--- src/rtl/step_pulse_gen_pkg.sv ---
// Shared motion definitions: FSM state encoding, default timing-field width
// and the endstop blocking rule.
package step_pulse_gen_pkg;

  localparam int unsigned STEP_CNT_W_DEFAULT = 8;
  localparam int unsigned STEP_POS_W         = 32;

  typedef enum logic [1:0] {
    ST_IDLE  = 2'd0,
    ST_SETUP = 2'd1,
    ST_PULSE = 2'd2,
    ST_HOLD  = 2'd3
  } step_state_e;

  // A step towards an asserted endstop must never reach the driver.
  function automatic logic dir_blocked(input logic dir, input logic e_min,
                                       input logic e_max);
    return (!dir && e_min) || (dir && e_max);
  endfunction

endpackage

--- src/rtl/step_pulse_gen_if.sv ---
// Step request handshake between the motion core (master) and the pulse generator.
interface step_pulse_gen_if;
  logic Req_Step;
  logic Req_Dir;
  logic Req_Ready;

  modport master (output Req_Step, output Req_Dir, input Req_Ready);
  modport slave  (input Req_Step, input Req_Dir, output Req_Ready);
endinterface

--- src/rtl/step_pulse_gen.sv ---
// Stepper driver pulse generator: dir-setup / pulse / hold sequencing on one shared
// down-counter, endstop blocking, signed position tracking and sticky error flags.
module step_pulse_gen
  import step_pulse_gen_pkg::*;
#(
  parameter int unsigned CNT_W = STEP_CNT_W_DEFAULT
) (
  input  logic                  Bus2IP_Clk,
  input  logic                  Bus2IP_Resetn,
  step_pulse_gen_if.slave       req,
  input  logic [CNT_W-1:0]      Cfg_Setup,
  input  logic [CNT_W-1:0]      Cfg_Width,
  input  logic [CNT_W-1:0]      Cfg_Hold,
  input  logic                  Cfg_Enable,
  input  logic                  E_Min,
  input  logic                  E_Max,
  input  logic                  Pos_Load,
  input  logic [STEP_POS_W-1:0] Pos_Data,
  input  logic                  Clr_Err,
  output logic                  S_Step,
  output logic                  S_Dir,
  output logic                  S_Enable,
  output logic [STEP_POS_W-1:0] Pos,
  output logic                  Err_Overrun,
  output logic                  Err_Blocked
);

  localparam logic [CNT_W-1:0] CNT_ONE = CNT_W'(1);

  step_state_e           state_q;
  logic [CNT_W-1:0]      cnt_q;
  logic [CNT_W-1:0]      width_q;
  logic [CNT_W-1:0]      hold_q;
  logic                  live_q;
  logic                  step_q;
  logic                  dir_q;
  logic                  en_q;
  logic                  ovr_q, ovr_d;
  logic                  blk_q, blk_d;
  logic [STEP_POS_W-1:0] pos_q, pos_d;

  logic ready;
  logic accept;
  logic blocked;
  logic go;
  logic setup_done;
  logic enter_pulse;
  logic entry_dir;

  // Counter preload for an N-cycle phase, with zero treated as one cycle.
  function automatic logic [CNT_W-1:0] phase_load(input logic [CNT_W-1:0] v);
    return (v == '0) ? '0 : v - CNT_ONE;
  endfunction

  // live_q keeps the handshake closed until the first edge after reset release.
  assign ready         = live_q & Cfg_Enable & (state_q == ST_IDLE);
  assign req.Req_Ready = ready;
  assign accept        = req.Req_Step & ready;
  assign blocked       = accept & dir_blocked(req.Req_Dir, E_Min, E_Max);
  assign go            = accept & ~blocked;
  assign setup_done    = (state_q == ST_SETUP) && (cnt_q == '0);
  assign enter_pulse   = Cfg_Enable & ((go & (req.Req_Dir == dir_q)) | setup_done);
  assign entry_dir     = setup_done ? dir_q : req.Req_Dir;

  always_comb begin
    pos_d = pos_q;
    if (enter_pulse) begin
      pos_d = entry_dir ? pos_q + 32'd1 : pos_q - 32'd1;
    end
    if (Pos_Load) begin
      pos_d = Pos_Data;
    end
    ovr_d = (req.Req_Step & ~ready) | (ovr_q & ~Clr_Err);
    blk_d = blocked | (blk_q & ~Clr_Err);
  end

  always_ff @(posedge Bus2IP_Clk or negedge Bus2IP_Resetn) begin
    if (!Bus2IP_Resetn) begin
      state_q <= ST_IDLE;
      cnt_q   <= '0;
      width_q <= '0;
      hold_q  <= '0;
      live_q  <= 1'b0;
      step_q  <= 1'b0;
      dir_q   <= 1'b0;
      en_q    <= 1'b0;
      ovr_q   <= 1'b0;
      blk_q   <= 1'b0;
      pos_q   <= '0;
    end else begin
      live_q <= 1'b1;
      en_q   <= Cfg_Enable;
      ovr_q  <= ovr_d;
      blk_q  <= blk_d;
      pos_q  <= pos_d;
      if (!Cfg_Enable) begin
        state_q <= ST_IDLE;
        step_q  <= 1'b0;
        cnt_q   <= '0;
      end else begin
        unique case (state_q)
          ST_IDLE: begin
            if (go) begin
              dir_q   <= req.Req_Dir;
              width_q <= Cfg_Width;
              hold_q  <= Cfg_Hold;
              if (req.Req_Dir != dir_q) begin
                state_q <= ST_SETUP;
                cnt_q   <= phase_load(Cfg_Setup);
              end else begin
                state_q <= ST_PULSE;
                step_q  <= 1'b1;
                cnt_q   <= phase_load(Cfg_Width);
              end
            end
          end
          ST_SETUP: begin
            if (cnt_q == '0) begin
              state_q <= ST_PULSE;
              step_q  <= 1'b1;
              cnt_q   <= phase_load(width_q);
            end else begin
              cnt_q <= cnt_q - CNT_ONE;
            end
          end
          ST_PULSE: begin
            if (cnt_q == '0) begin
              step_q <= 1'b0;
              if (hold_q == '0) begin
                state_q <= ST_IDLE;
              end else begin
                state_q <= ST_HOLD;
                cnt_q   <= hold_q - CNT_ONE;
              end
            end else begin
              cnt_q <= cnt_q - CNT_ONE;
            end
          end
          ST_HOLD: begin
            if (cnt_q == '0) begin
              state_q <= ST_IDLE;
            end else begin
              cnt_q <= cnt_q - CNT_ONE;
            end
          end
          default: state_q <= ST_IDLE;
        endcase
      end
    end
  end

  assign S_Step      = step_q;
  assign S_Dir       = dir_q;
  assign S_Enable    = en_q;
  assign Pos         = pos_q;
  assign Err_Overrun = ovr_q;
  assign Err_Blocked = blk_q;

endmodule
--- src/flat_wrapper.sv ---
// flat-port wrapper written by rule: the top's interface ports become plain ports
module step_pulse_gen_flat import step_pulse_gen_pkg::*;
#(
  parameter int unsigned CNT_W = STEP_CNT_W_DEFAULT
)
  (Bus2IP_Clk, Bus2IP_Resetn, Cfg_Setup, Cfg_Width, Cfg_Hold, Cfg_Enable, E_Min, E_Max, Pos_Load, Pos_Data, Clr_Err, S_Step, S_Dir, S_Enable, Pos, Err_Overrun, Err_Blocked, req_Req_Step, req_Req_Dir, req_Req_Ready);
  step_pulse_gen_if req_i ();
  input  logic Bus2IP_Clk;
  input  logic Bus2IP_Resetn;
  input  logic [CNT_W-1:0] Cfg_Setup;
  input  logic [CNT_W-1:0] Cfg_Width;
  input  logic [CNT_W-1:0] Cfg_Hold;
  input  logic Cfg_Enable;
  input  logic E_Min;
  input  logic E_Max;
  input  logic Pos_Load;
  input  logic [STEP_POS_W-1:0] Pos_Data;
  input  logic Clr_Err;
  output logic S_Step;
  output logic S_Dir;
  output logic S_Enable;
  output logic [STEP_POS_W-1:0] Pos;
  output logic Err_Overrun;
  output logic Err_Blocked;
  input wire logic [$bits(req_i.Req_Step)-1:0] req_Req_Step;
  input wire logic [$bits(req_i.Req_Dir)-1:0] req_Req_Dir;
  output wire logic [$bits(req_i.Req_Ready)-1:0] req_Req_Ready;
  assign req_i.Req_Step = req_Req_Step;
  assign req_i.Req_Dir = req_Req_Dir;
  assign req_Req_Ready = req_i.Req_Ready;
  step_pulse_gen #(.CNT_W(CNT_W)) u_core (.Bus2IP_Clk(Bus2IP_Clk), .Bus2IP_Resetn(Bus2IP_Resetn), .req(req_i), .Cfg_Setup(Cfg_Setup), .Cfg_Width(Cfg_Width), .Cfg_Hold(Cfg_Hold), .Cfg_Enable(Cfg_Enable), .E_Min(E_Min), .E_Max(E_Max), .Pos_Load(Pos_Load), .Pos_Data(Pos_Data), .Clr_Err(Clr_Err), .S_Step(S_Step), .S_Dir(S_Dir), .S_Enable(S_Enable), .Pos(Pos), .Err_Overrun(Err_Overrun), .Err_Blocked(Err_Blocked));
endmodule
--- config.mk ---
export PLATFORM = sky130hd
export DESIGN_NAME = step_pulse_gen_flat
export DESIGN_NICKNAME = d
export VERILOG_FILES = /design/src/rtl/step_pulse_gen_pkg.sv /design/src/rtl/step_pulse_gen_if.sv /design/src/rtl/step_pulse_gen.sv /design/src/flat_wrapper.sv
export SDC_FILE = /design/constraint.sdc
export NUM_CORES = 1
export LEC_CHECK = 0
export ABC_CLOCK_PERIOD_IN_PS = 4300
export CAP_MARGIN = 15
export CORE_ASPECT_RATIO = 0.9
export CORE_MARGIN = 10
export CORE_UTILIZATION = 49
export CTS_BUF_LIST = sky130_fd_sc_hd__clkbuf_4 sky130_fd_sc_hd__clkbuf_8
export DETAILED_ROUTE_END_ITERATION = 10
export GPL_TIMING_DRIVEN = 1
export PLACE_DENSITY = 0.79
export SETUP_SLACK_MARGIN = 0.02
export SYNTH_ARGS = -nofsm -noshare
export SYNTH_HDL_FRONTEND = slang
export SYNTH_SLANG_ARGS = --single-unit
--- constraint.sdc ---
create_clock -name Bus2IP_Clk -period 4.3 [get_ports Bus2IP_Clk]
set_input_delay 0.86 -clock Bus2IP_Clk [delete_from_list [all_inputs] [get_ports Bus2IP_Clk]]
set_output_delay 0.86 -clock Bus2IP_Clk [all_outputs]
set_load 0.05 [all_outputs]
**Sequential cells colored by netlist name**

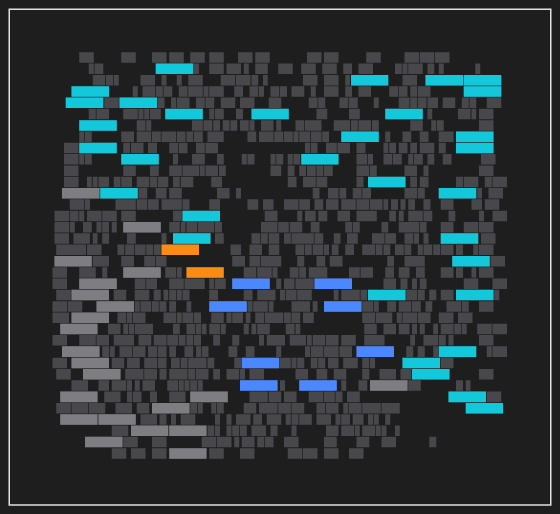
Blue shows `u_core.cnt_q`, placed flops 8. Cyan shows `u_core.Pos`, placed flops 32. Orange shows `u_core.state_q`, placed flops 2.

==> results.py <==
# Generated from Yosys and OpenROAD reports
metrics = {
    "run_status": {
        "status": "finished clean",
    },
    "grt": {
        "grt_pass1_wl_um": 30000,
        "grt_busiest_layer": "met2",
    },
    "placement": {
        "placed_area_sq_mm": 0.00650,
    },
    "floorplan": {
        "core_sq_mm": 0.0107,
    },
    "pwr": {
        "finalPower_mw": 2.12,
        "p_leak_nw": 2.50,
        "swShare_pct": 41.4,
        "netSwitchingPower_uw": 879,
        "pg_clk_uw": 487,
    },
    "worst_setup_path": {
        "startpoint": "u_core.cnt_q[0]",
        "cp-end-kind": "flop",
        "worst_setup_path_start_kind": "flop",
        "crit_required_ns": 4.54,
        "crit_end": "u_core.Pos[20]",
        "crit_cells": 16,
        "timing.critical_path.buf_inv": 3,
        "crit_fanout": 7,
    },
    "yosys": {
        "synth_area_sq_mm": 0.00532,
        "synth_flops": 64,
        "ff_type": "dfrtp_1",
        "edf_count": 0,
        "synthAdderAreaFrac_pct": 2.59,
    },
    "timing": {
        "slew_headroom_pct": 32.1,
        "tightest_slew_ns": 1.01,
        "max_freq_ghz": 0.247,
        "rsz0062_at_grt": "false",
        "hold_viol": 0,
    },
    "detailed_routing": {
        "drc": 0,
        "drt_first_pass_iters": 5,
        "routed_wl_um": 18500,
        "top_layer": "met4",
        "via_count": 5731,
    },
    "clocking": {
        "clockBufferDepth": 2,
    },
    "finish": {
        "comb_share_pct": 51.6,
        "n_antenna_cell": 0,
        "inverters": 28,
        "instances_no_fill": 892,
        "nNetsFinal": 830,
    },
}
**Drive-strength map**

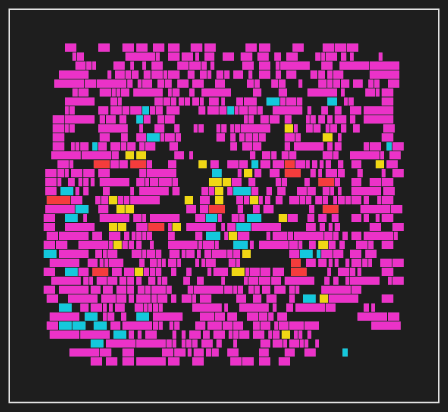
Magenta shows x1 and smaller, cells 686, share 90%, most used clkdlybuf4s50_1. Yellow shows x3 and x4, cells 28, share 3.7%, most used buf_4. Cyan shows x2, cells 33, share 4.3%, most used mux2_2. Red shows x6 and larger, cells 12, share 1.6%, most used clkbuf_8.

==> registers in the layout (all words and copies together) (netlist names) <==
register	count
u_core.Pos	32
u_core.cnt_q	8
u_core.hold_q	8
u_core.width_q	8
u_core.state_q	2
u_core.Err_Blocked	1
u_core.Err_Overrun	1
u_core.S_Dir	1
u_core.S_Enable	1
u_core.S_Step	1
u_core.live_q	1
==> timing repair <==
| action | in CTS | in global routing |
|---|---|---|
| hold buffers | 0 | 0 |
| gates resized | 0 | 3 |
| setup endpoints to repair | 0 | 3 |
==> logic make-up (layout without fill, tap and decap cells) <==
logic type	count (synthesis)	in the layout
AND-OR/OR-AND	158	158
XOR/XNOR	50	50
AND/OR/NAND/NOR	277	277
adder cells (fa/ha/maj)	11	11
flip-flops	64	64
buffers and inverters	71	168
other	1	1
multiplexers	30	30
No activity file was given, so power comes from the tool's default toggle rates.
